## src/rtl/conv2_window_feeder_if.sv

```systemverilog
// conv2_window_feeder_if
//   Bundles the sample stream (s_*), the window stream (win*) and the status
//   strobes between the layer-1/pool stage, the window feeder and the
//   conv-layer-2 datapath.
//   Modports:
//     master : the window feeder itself. It takes samples in and drives windows out.
//     slave  : the environment around it. It supplies samples and consumes windows.
//   Signals:
//     s_valid/s_ready/s_data/s_last : one CH x 8-bit sample per beat, s_last ends a record
//     win1..win4                    : per-channel TAPS-long windows, entry 0 oldest
//     win_valid/win_ready/win_last  : window handshake, win_last marks the final window
//     win_idx                       : window number within the record
//     en                            : win_valid && win_ready, datapath enable
//     short_err                     : one-cycle pulse for a record too short to window
interface conv2_window_feeder_if #(
  parameter int TAPS  = 5,
  parameter int CH    = 4,
  parameter int IDX_W = 8
);
  logic                          s_valid;
  logic                          s_ready;
  logic [CH*8-1:0]               s_data;
  logic                          s_last;
  logic signed [TAPS-1:0][7:0]   win1;
  logic signed [TAPS-1:0][7:0]   win2;
  logic signed [TAPS-1:0][7:0]   win3;
  logic signed [TAPS-1:0][7:0]   win4;
  logic                          win_valid;
  logic                          win_ready;
  logic                          win_last;
  logic [IDX_W-1:0]              win_idx;
  logic                          en;
  logic                          short_err;

  modport master (
    input  s_valid, s_data, s_last, win_ready,
    output s_ready, win1, win2, win3, win4, win_valid, win_last, win_idx, en, short_err
  );

  modport slave (
    output s_valid, s_data, s_last, win_ready,
    input  s_ready, win1, win2, win3, win4, win_valid, win_last, win_idx, en, short_err
  );
endinterface

```

## src/rtl/conv2_window_feeder.sv

```systemverilog
// conv2_window_feeder
//   Streaming window generator for the second convolution layer. The block
//   accepts one CH-channel 8-bit sample per beat and keeps a TAPS-deep shift
//   window per channel. It presents the full window set with a valid/ready
//   handshake. Window state never crosses a record boundary, which s_last marks.
//   Ports:
//     clk : clock, all state changes on the rising edge
//     rst : synchronous active-low reset
//     bus : conv2_window_feeder_if.master (sample in, windows out, en, short_err)
//   Build option:
//     CONV2_ZERO_PAD_EN : "same" padding. The block presets 2 leading zeros and
//                         flushes 2 trailing zeros, so N samples yield N windows.
//                         When undefined the block does "valid" convolution and
//                         N samples yield N-TAPS+1 windows.
module conv2_window_feeder #(
  parameter int TAPS  = 5,
  parameter int CH    = 4,
  parameter int IDX_W = 8
) (
  input  logic                 clk,
  input  logic                 rst,
  conv2_window_feeder_if.master bus
);

  localparam logic [1:0] FILL  = 2'd0;
  localparam logic [1:0] RUN   = 2'd1;
`ifdef CONV2_ZERO_PAD_EN
  localparam logic [1:0] FLUSH = 2'd2;
  localparam int         PAD   = (TAPS - 1) / 2;
  localparam int         FIRST = TAPS - PAD;
`else
  localparam int         FIRST = TAPS;
`endif

  logic [1:0]                    state_reg;
  logic [IDX_W-1:0]              fill_cnt_reg;
  logic [CH-1:0][TAPS-1:0][7:0]  win_reg;
  logic                          win_valid_reg;
  logic                          win_last_reg;
  logic [IDX_W-1:0]              win_idx_reg;
  logic                          short_err_reg;
`ifdef CONV2_ZERO_PAD_EN
  logic [1:0]                    pad_cnt_reg;
  logic                          flush_emit;
  logic                          last_zero;
`endif

  logic                          slot_free;
  logic                          in_flush;
  logic                          s_ready_int;
  logic                          acc;
  logic                          en_int;
  logic                          completes;
  logic                          shift_en;
  logic [IDX_W-1:0]              fill_inc;
  logic [IDX_W-1:0]              idx_inc;
  logic [CH-1:0][7:0]            shift_byte;

  always_comb begin
    slot_free   = !win_valid_reg || bus.win_ready;
`ifdef CONV2_ZERO_PAD_EN
    in_flush    = (state_reg == FLUSH);
`else
    in_flush    = 1'b0;
`endif
    s_ready_int = rst && !in_flush && slot_free;
    acc         = bus.s_valid && s_ready_int;
    en_int      = win_valid_reg && bus.win_ready;
    // The sample that fills the last empty slot completes the first window.
    completes   = (fill_cnt_reg == IDX_W'(FIRST - 1));
    // A flush step shifts one zero into each channel when the output slot is free.
    shift_en    = acc || (in_flush && slot_free);
    fill_inc    = (&fill_cnt_reg) ? fill_cnt_reg : fill_cnt_reg + 1'b1;
    idx_inc     = (&win_idx_reg)  ? win_idx_reg  : win_idx_reg + 1'b1;
  end

`ifdef CONV2_ZERO_PAD_EN
  always_comb begin
    // Every shift after the first FIRST-1 shifts of a record completes a window.
    // For short records the first zero shifts may still fall below that count.
    flush_emit = (int'(fill_cnt_reg) + int'(pad_cnt_reg) + 1) >= FIRST;
    // The trailing pad is exactly PAD zeros, and the last one always emits.
    last_zero  = (pad_cnt_reg == 2'(PAD - 1));
  end
`endif

  genvar gi;
  generate
    for (gi = 0; gi < CH; gi++) begin : g_shift_in
      assign shift_byte[gi] = in_flush ? 8'd0 : bus.s_data[8*gi +: 8];
    end
  endgenerate

  always_ff @(posedge clk) begin
    if (!rst) begin
      state_reg     <= FILL;
      fill_cnt_reg  <= '0;
      win_reg       <= '0;
      win_valid_reg <= 1'b0;
      win_last_reg  <= 1'b0;
      win_idx_reg   <= '0;
      short_err_reg <= 1'b0;
`ifdef CONV2_ZERO_PAD_EN
      pad_cnt_reg   <= '0;
`endif
    end else begin
      short_err_reg <= 1'b0;

      // A consumed window frees the slot. A load later in this block may refill it.
      if (en_int) begin
        win_valid_reg <= 1'b0;
        win_last_reg  <= 1'b0;
        win_idx_reg   <= win_last_reg ? '0 : idx_inc;
      end

      // New sample enters at TAPS-1 and the oldest entry (0) drops out.
      if (shift_en) begin
        for (int c = 0; c < CH; c++) begin
          win_reg[c] <= {shift_byte[c], win_reg[c][TAPS-1:1]};
        end
      end

      case (state_reg)
        FILL: begin
          if (acc) begin
            fill_cnt_reg <= fill_inc;
            if (completes) begin
              win_valid_reg <= 1'b1;
`ifdef CONV2_ZERO_PAD_EN
              state_reg     <= bus.s_last ? FLUSH : RUN;
`else
              // A record of exactly TAPS samples gives a window that is first and last.
              win_last_reg  <= bus.s_last;
              if (bus.s_last) begin
                fill_cnt_reg <= '0;
              end else begin
                state_reg    <= RUN;
              end
`endif
            end else if (bus.s_last) begin
`ifdef CONV2_ZERO_PAD_EN
              state_reg     <= FLUSH;
`else
              // Record too short for any window. Drop the partial window.
              short_err_reg <= 1'b1;
              fill_cnt_reg  <= '0;
              win_reg       <= '0;
`endif
            end
          end
        end

        RUN: begin
          if (acc) begin
            fill_cnt_reg  <= fill_inc;
            win_valid_reg <= 1'b1;
            if (bus.s_last) begin
`ifdef CONV2_ZERO_PAD_EN
              state_reg    <= FLUSH;
`else
              win_last_reg <= 1'b1;
              state_reg    <= FILL;
              fill_cnt_reg <= '0;
`endif
            end
          end
        end

`ifdef CONV2_ZERO_PAD_EN
        FLUSH: begin
          if (slot_free) begin
            pad_cnt_reg <= pad_cnt_reg + 1'b1;
            if (flush_emit) begin
              win_valid_reg <= 1'b1;
            end
            // The trailing zeros also preset entries 0..PAD-1 for the next record.
            if (last_zero) begin
              win_last_reg <= 1'b1;
              state_reg    <= FILL;
              fill_cnt_reg <= '0;
              pad_cnt_reg  <= '0;
            end
          end
        end
`endif

        default: state_reg <= FILL;
      endcase
    end
  end

  assign bus.s_ready   = s_ready_int;
  assign bus.en        = en_int;
  assign bus.win_valid = win_valid_reg;
  assign bus.win_last  = win_last_reg;
  assign bus.win_idx   = win_idx_reg;
  assign bus.short_err = short_err_reg;
  assign bus.win1      = win_reg[0];
  assign bus.win2      = win_reg[1];
  assign bus.win3      = win_reg[2];
  assign bus.win4      = win_reg[3];

endmodule

```

## src/flat_wrapper.sv

```systemverilog
// flat-port wrapper written by rule: the top's interface ports become plain ports
module conv2_window_feeder_flat 
#(
  parameter int TAPS  = 5,
  parameter int CH    = 4,
  parameter int IDX_W = 8
)
  (clk, rst, bus_s_valid, bus_s_data, bus_s_last, bus_win_ready, bus_s_ready, bus_win1, bus_win2, bus_win3, bus_win4, bus_win_valid, bus_win_last, bus_win_idx, bus_en, bus_short_err);
  conv2_window_feeder_if #(.TAPS(TAPS), .CH(CH), .IDX_W(IDX_W)) bus_i ();
  input  logic clk;
  input  logic rst;
  input wire logic [$bits(bus_i.s_valid)-1:0] bus_s_valid;
  input wire logic [$bits(bus_i.s_data)-1:0] bus_s_data;
  input wire logic [$bits(bus_i.s_last)-1:0] bus_s_last;
  input wire logic [$bits(bus_i.win_ready)-1:0] bus_win_ready;
  output wire logic [$bits(bus_i.s_ready)-1:0] bus_s_ready;
  output wire logic [$bits(bus_i.win1)-1:0] bus_win1;
  output wire logic [$bits(bus_i.win2)-1:0] bus_win2;
  output wire logic [$bits(bus_i.win3)-1:0] bus_win3;
  output wire logic [$bits(bus_i.win4)-1:0] bus_win4;
  output wire logic [$bits(bus_i.win_valid)-1:0] bus_win_valid;
  output wire logic [$bits(bus_i.win_last)-1:0] bus_win_last;
  output wire logic [$bits(bus_i.win_idx)-1:0] bus_win_idx;
  output wire logic [$bits(bus_i.en)-1:0] bus_en;
  output wire logic [$bits(bus_i.short_err)-1:0] bus_short_err;
  assign bus_i.s_valid = bus_s_valid;
  assign bus_i.s_data = bus_s_data;
  assign bus_i.s_last = bus_s_last;
  assign bus_i.win_ready = bus_win_ready;
  assign bus_s_ready = bus_i.s_ready;
  assign bus_win1 = bus_i.win1;
  assign bus_win2 = bus_i.win2;
  assign bus_win3 = bus_i.win3;
  assign bus_win4 = bus_i.win4;
  assign bus_win_valid = bus_i.win_valid;
  assign bus_win_last = bus_i.win_last;
  assign bus_win_idx = bus_i.win_idx;
  assign bus_en = bus_i.en;
  assign bus_short_err = bus_i.short_err;
  conv2_window_feeder #(.TAPS(TAPS), .CH(CH), .IDX_W(IDX_W)) u_core (.clk(clk), .rst(rst), .bus(bus_i));
endmodule
```

## config.mk

```make
export PLATFORM = sky130hd
export DESIGN_NAME = conv2_window_feeder_flat
export DESIGN_NICKNAME = d
export VERILOG_FILES = /design/src/rtl/conv2_window_feeder_if.sv /design/src/rtl/conv2_window_feeder.sv /design/src/flat_wrapper.sv
export SDC_FILE = /design/constraint.sdc
export NUM_CORES = 1
export LEC_CHECK = 0
export CORE_MARGIN = 1
export CORE_UTILIZATION = 40
export CTS_CLUSTER_SIZE = 10
export DETAILED_ROUTE_END_ITERATION = 12
export PLACE_DENSITY_LB_ADDON = 0.15
export SKIP_LAST_GASP = 1
export SYNTH_ARGS = -nofsm -noshare
export SYNTH_HDL_FRONTEND = slang
export SYNTH_SLANG_ARGS = --single-unit
```

## constraint.sdc

```tcl
create_clock -name clk -period 1.7 [get_ports clk]
set_clock_uncertainty 0.2 [all_clocks]
set_input_delay 0.17 -clock clk [delete_from_list [all_inputs] [get_ports clk]]
set_output_delay 0.17 -clock clk [all_outputs]
set_load 0.03 [all_outputs]
```

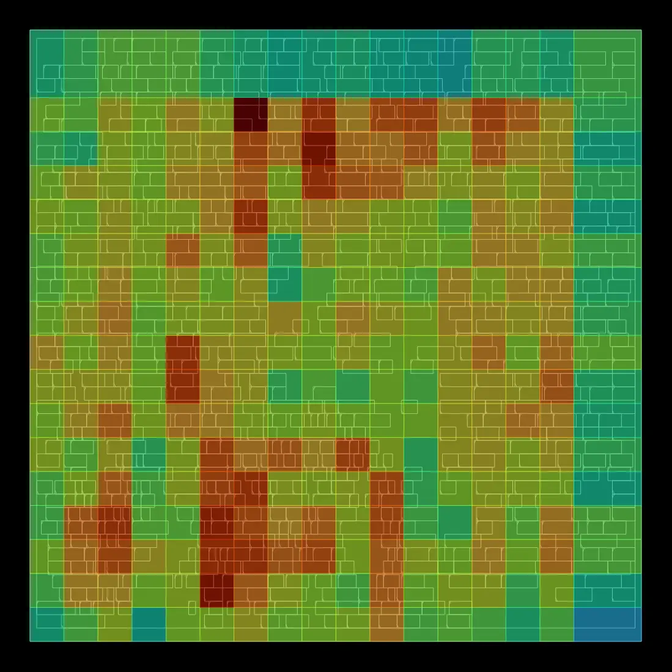
Figure 1: routing congestion map.
layer with the highest usage after global routing: met2
total global-route track usage: 0.199

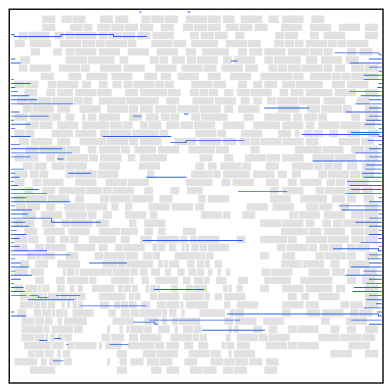
Figure 2: met3 routing.
Drawn at 3 px/µm.
longest straight run = 50.4 µm
main direction = horizontal
nets with wire on the layer = 137
wire length on this layer = 1140 µm
share of all routed wire = 6.4%
final WL: 17700 µm
count of vias placed by the detailed router: 5159
global-route met3 utilization: 0.0563

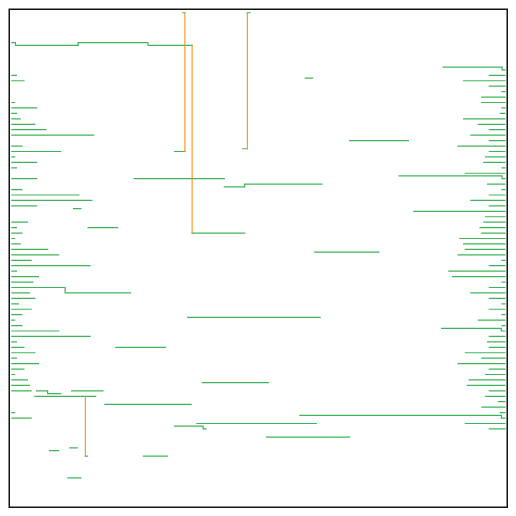
Figure 3: metal layers overlaid.
Drawn at 4 px/µm. Two of the layers only.
metal 3 -> green  # wire length 1140 µm
metal 4 -> orange  # wire length 131 µm

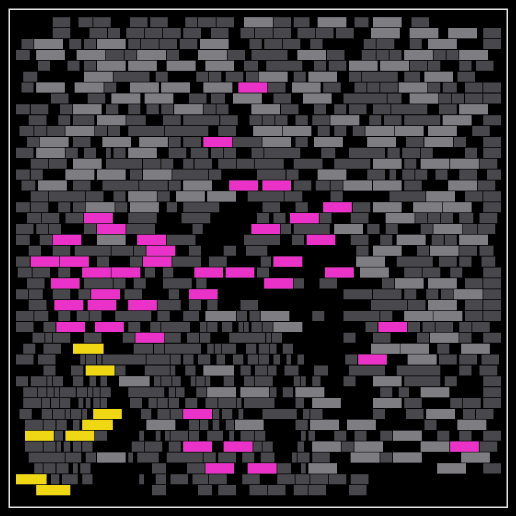
Figure 4: register map, names as in the netlist.
Drawn at 4 px/µm.
`u_core.bus.win1` -> magenta  # sequential cells 40
`u_core.bus.win_idx` -> yellow  # sequential cells 8, where lower left
not coloured = 132
storage element area: 0.00361 mm²
sequential share of cell area: 0.351
sequential cell power: 4.30 mW

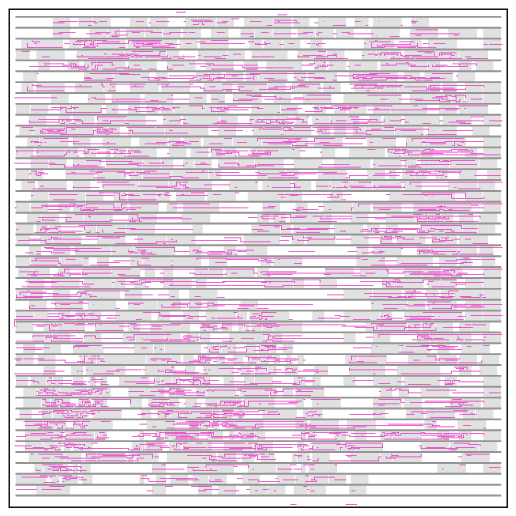
Figure 5: M1 wires.
Drawn at 4 px/µm. Supply wires on this layer in grey.
longest straight run = 44.2 µm
wire length on this layer = 7610 µm
main direction = horizontal
met1 track utilization from global routing: 0.261

-- synth_stat cells, types with 6 or more instances --
cell type	count
sky130_fd_sc_hd__or4_1	6
sky130_fd_sc_hd__a22o_1	157
sky130_fd_sc_hd__nand2_1	19
sky130_fd_sc_hd__buf_6	12
sky130_fd_sc_hd__a21oi_1	14
sky130_fd_sc_hd__nand3_1	9
sky130_fd_sc_hd__buf_4	6
sky130_fd_sc_hd__inv_1	8
sky130_fd_sc_hd__nor2_1	7
sky130_fd_sc_hd__o21ai_0	6
sky130_fd_sc_hd__dfxtp_1	180
sky130_fd_sc_hd__buf_2	7
sky130_fd_sc_hd__clkbuf_1	13
-- power breakdown --
group	leakage (nW)	switching [mW]	internal (mW)
Combinational	5.06	0.330	0.347
Clock	0.310	1.67	2.53
Sequential	1.46	0.0403	4.26
==> results.py <==
# Flow results
metrics = {
    "sta": {
        "final_period_minus_worst_setup_slack_ns": 1.97,
        "min_period_over_period": 1.16,
        "setup-violations-final": 163,
        "max_clock_freq_mhz": 507,
        "rsz0062_at_grt": "true",
        "tns_ns": -31.20,
        "worst_path_setup_slack_after_routing_ns": -0.271,
        "worst_slack_on_hold_paths_ns": 0.113,
        "worst_slew_pin_slew_ns": 0.393,
        "report.final.slew_viol_count": 0,
    },
    "cells_and_area": {
        "finish.net_count": 806,
        "clock_buffer_count": 19,
        "antenna-diode-count": 0,
        "layout.clock.cell_area_share": 0.0619,
        "top_area_cell_class": "sequential cells",
        "num-multi-input-gates": 267,
        "inverters": 8,
        "synthToLayoutAreaGrowth_pct": 72.5,
        "mi_logic_area_mm2": 0.00220,
        "share_of_post_route_cells_with_drive_strength_above_1": 0.202,
    },
    "setup_path": {
        "cp_cell_sequence": "inv_2, ha_4, nor4b_4, a21oi_2, a21oi_4, buf_12, clkbuf_16, clkbuf_16, a22o_1",
        "rr_worst_depth": 9,
        "critical_path.reg2reg.endpoint": "u_core.bus.win3[22]",
        "worstSetupEndpointType": "flop",
        "setup.worst_path.end": "u_core.bus.win3[22]",
        "cp_data_arrival_time_ns": 2.08,
        "crit_path_max_fanout": 7,
        "timing.setup.critical_path_class": "flop to flop",
        "cpLargestDelayFamily": "AND-OR/OR-AND gates",
        "crit_path_top_delay_cell": "sky130_fd_sc_hd__dfxtp_2",
        "r2r_setup_slack_ns": -0.27,
        "rr_startpoint": "u_core.fill_cnt_reg[0]",
        "path_buffers": 4,
        "critical_path_cell_count": 9,
        "type_of_element_launching_the_critical_path": "flop",
    },
    "placement": {
        "dp.final_hpwl_um": 11100,
        "post_dp_cell_area_mm2": 0.00864,
        "placed_cells": 908,
        "placement.io_buffers": 209,
    },
    "clock_network": {
        "numCtsBuffers": 17,
        "postCtsSetupBuffers": 3,
        "cts.htree.levels": 4,
        "cts-resized-gates": 7,
        "cts_root_buf": "sky130_fd_sc_hd__clkbuf_16",
        "postCtsHoldBufs": 0,
        "clock_tree.buffer_depth": 2,
        "clk_latency_ns": 0.42,
        "cts_tree": "yes",
        "path_clk_slew_ns": 0.07,
    },
    "die": {
        "die_wd_um": 124,
        "tapCellCount": 184,
        "chip_area_mm2": 0.0154,
        "y_dimension_of_the_die_um": 124,
        "placement_rows": 44,
    },
    "synth": {
        "post_synth_num_cell_types": 40,
        "fp_nets": 535,
        "ys_async_sr_fraction": 0,
        "synth.yosys.num_cells": 495,
        "netlist.top_cell.by_area": "sky130_fd_sc_hd__dfxtp_1",
        "synthFlopType": "sky130_fd_sc_hd__dfxtp_1",
        "synth_area_mm2": 0.00596,
        "yosys.area_share.adder": 0.00629,
        "synth_xor_xnor_area_share": 0.00147,
        "yosys.area_share.simple": 0.0701,
        "synthesis.yosys.warnings": 0,
        "ys.flops": 180,
        "logic_family": "AND-OR/OR-AND gates",
    },
    "min_path": {
        "worst_hold_path_endpoint": "u_core.bus.win4[36]",
        "holdPathStages": 3,
        "holdCritStartpoint": "bus_s_data[28]",
        "min-delay-path-class": "input pin to flop",
    },
    "grt": {
        "grt.overflow.total": 0,
        "vias_in_the_first_global_route": 4614,
        "grt_antenna_before_repair": 0,
        "wire_length_of_the_first_global_routing_pass_um": 23600,
    },
    "detailed_routing": {
        "routedWlPerCell_um": 18.4,
        "routed-wl-met3_um": 1140,
        "initialDrtViolationCount": 293,
        "routedLengthMet1_um": 7610,
        "top_signal_layer_used": "met4",
        "detailedRoute.firstPassIterationCount": 5,
    },
    "pwr": {
        "power.density_mw_per_mm2": 892,
        "leakage_nw": 6.83,
    },
    "run": {
        "number_of_warnings_in_the_stage_logs": 30,
    },
    "outcome": {
        "outcome": "finished, violations left",
        "violations": "setup timing",
    },
}
No activity file was given, so power comes from the tool's default toggle rates.
